**Wires at chosen ports, followed through buffers**

(1.5 px per um)
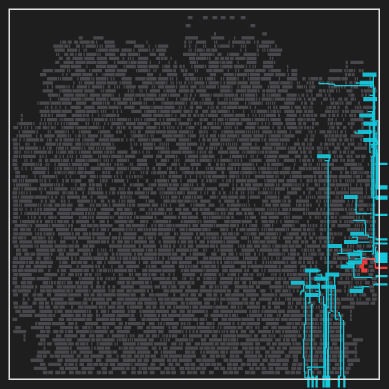
**Cell placement**

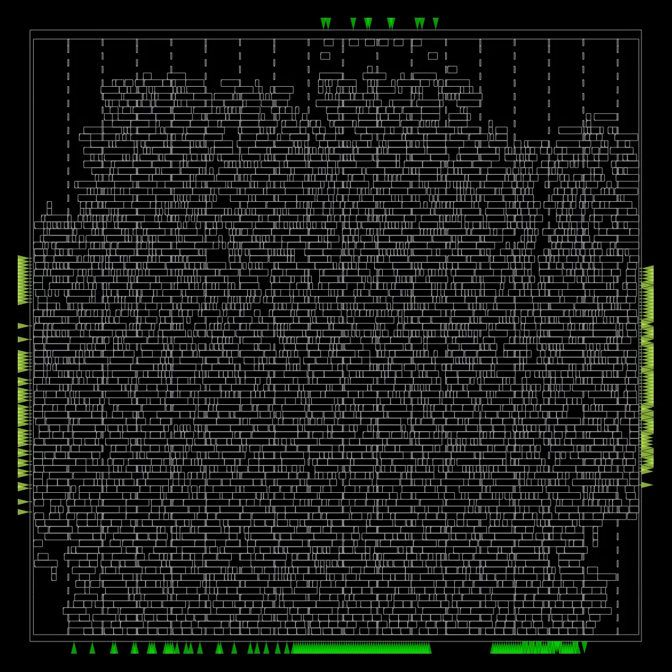
**Cell density map**

(1.5 px per um) The die is cut into 25 by 25 equal tiles; dark blue is low, red is high, 0 to 100% covered.
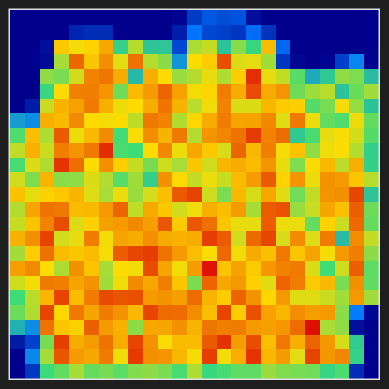
**Cell sizes after repair**

(1.5 px per um)
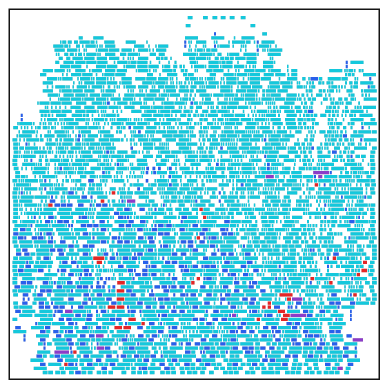
Design inner_product_mac, sky130hd; sources not shown.
==> GITHUB_STEP_SUMMARY <==
### Flow metrics

| Metric | Value |
|---|---|
| Status | `complete, no violations` |
| Unrepaired setup endpoints after global routing | `no` |
| Sequential cell area | `0.0113 mm^2` |
| Reg clk slew, reported paths | `roughly 100 ps` |
| Wire length per cell | `roughly 20 um` |
| Share of cells above drive strength 1 | `0.149` |
| Minimum clock period | `15520 ps` |
| Largest net degree at the start of global routing | `roughly 180` |
| Most common logic cells in the final layout | `inv_1 (502), dfrtp_1 (450), nand2_1 (423)` |
| Ys async rst share | `1.00` |
| Hold slack | `381 ps` |
| Synth top cells by count | `inv_1 (503), dfrtp_1 (450), nand2_1 (424), fa_1 (409), nor2_1 (340)` |
| Met2 wire length | `roughly 45 mm` |
| AND-OR/OR-AND share of the synthesized area | `0.0798` |
| Die width | `246 um` |
| Fmax | `roughly 0.064 GHz` |
| Synth Seq Share | `0.316` |
| Met3 WL | `6.39 mm` |
| Top area cell types | `dfrtp_1 (32%), fa_1 (23%), mux2_2 (10%)` |
| Starting DRC count in detailed routing | `around 1900` |
| Vias/cell | `5.78` |
| WS Path Type | `reg -> reg` |
| Ys Warns | `0` |
| Mapped cell area | `0.0356 mm^2` |
| Late-Pin Clk Latency | `1250 ps` |
| Die area | `roughly 0.060 mm^2` |
| Vias in the first global route | `~28000` |
| EDFF count, synth | `0` |
| Simple share | `0.121` |
| Worst slew pin tran | `roughly 1200 ps` |
| Max clock buf depth | `3` |
| Busiest layer in global routing | `met2` |
| Total Routed Length | `slightly above 90 mm` |
| Setup TNS | `0 ps` |
| M1 GR Usage | `0.409` |
| Fill cells | `between 4000 and 5000` |
| Max_cap viols | `0` |
| Startpoint types | `flop` |
| Slew HR | `0.183` |
| Setup slack, reg-to-reg | `just over 5000 ps` |
| Mapped Cells | `3552` |
| Final setup vio count | `0` |
| CP max stage delay | `about 840 ps` |
| Synth mux share | `0.105` |
| DRC | `0` |
| First-pass iteration count of the detailed router | `5` |
| DRT antenna net count | `0` |
| GRT Util Overall | `0.322` |
| Library cells used by synthesis | `approximately 63` |
| Yosys stat area | `0.0356 mm^2` |
| # rows | `around 88` |
| Clock sinks | `~450` |
| DIE HEIGHT | `246 um` |
| Critical path capture point type | `flop` |
| Yosys cell count | `approximately 3600` |
| Congestion Overflow GR | `0` |
| Top Metal Used | `met4` |
| Count leader, synth | `inv_1` |
| Worst reg-to-reg path cell count | `just over 50` |
| Via Count | `about 27000` |
| Antenna violations before repair | `3` |
| Final hold vios | `0` |
| Post-DP HPWL | `about 72 mm` |
| Primary FF master, synth | `dfrtp_1` |
| Placed cells | `~4400` |
| Crit-path slowest cell | `fa_1` |
Back to the opening pictures, 'wires at chosen ports, followed through buffers':
legend:
  out_data:
    colour: cyan
    direction: output
    edge: 15 east, 9 south
    end_cells: 23
    buffers: 24
    wire: 1430 um
  in_valid:
    colour: red
    direction: input
    edge: east
    end_cells: 3
    buffers: 1
    wire: 29.2 um
port bufs: 244
IO Count: 245

Back to the opening pictures, 'cell placement':
flop share of the area: 0.283
Util after Layout: 0.683

Back to the opening pictures, 'cell density map':
fullest tile: 98%
mean over tiles: 64%
emptiest ninth of the die: north-east
fp util: 0.612
core area: 0.0582 mm^2

Back to the opening pictures, 'cell sizes after repair':
legend:
  _3 and _4 cells:
    colour: red
    cells: 38
    most_used: buf_4
  _6 and larger:
    colour: purple
    cells: 13
    most_used: buf_8
  _2 cells:
    colour: blue
    cells: 523
    most_used: mux2_2
  _0 and _1 cells:
    colour: cyan
    cells: 3276
    most_used: inv_1
worst setup margin: 5080 ps
design area: 0.0398 mm^2
Plain + repair buffers: 270
Syn-to-layout area delta: 11.5%

-- worst max-delay path: cells and delay by family (launching register included) --
| family | cells | cell delay (ps) |
|---|---|---|
| flip-flops | 1 | 510 |
| AND/OR/NAND/NOR | 5 | 700 |
| adder cells (fa/ha/maj) | 17 | 7800 |
| buffers and inverters | 11 | 1810 |
| AND-OR/OR-AND | 15 | 3870 |
| XOR/XNOR | 3 | 590 |
-- final cells by class --
| cell class | count | share of cell area |
|---|---|---|
| repair buffers | 270 | 0.0680 |
| clock inverters | 25 | 0.00485 |
| clock buffers | 158 | 0.0199 |
| multi-input cells | 2443 | 0.552 |
| inverters | 504 | 0.0478 |
| diodes | 4 | 0.000252 |
| well taps | 765 | 0.0241 |
| flip-flops and latches | 450 | 0.283 |
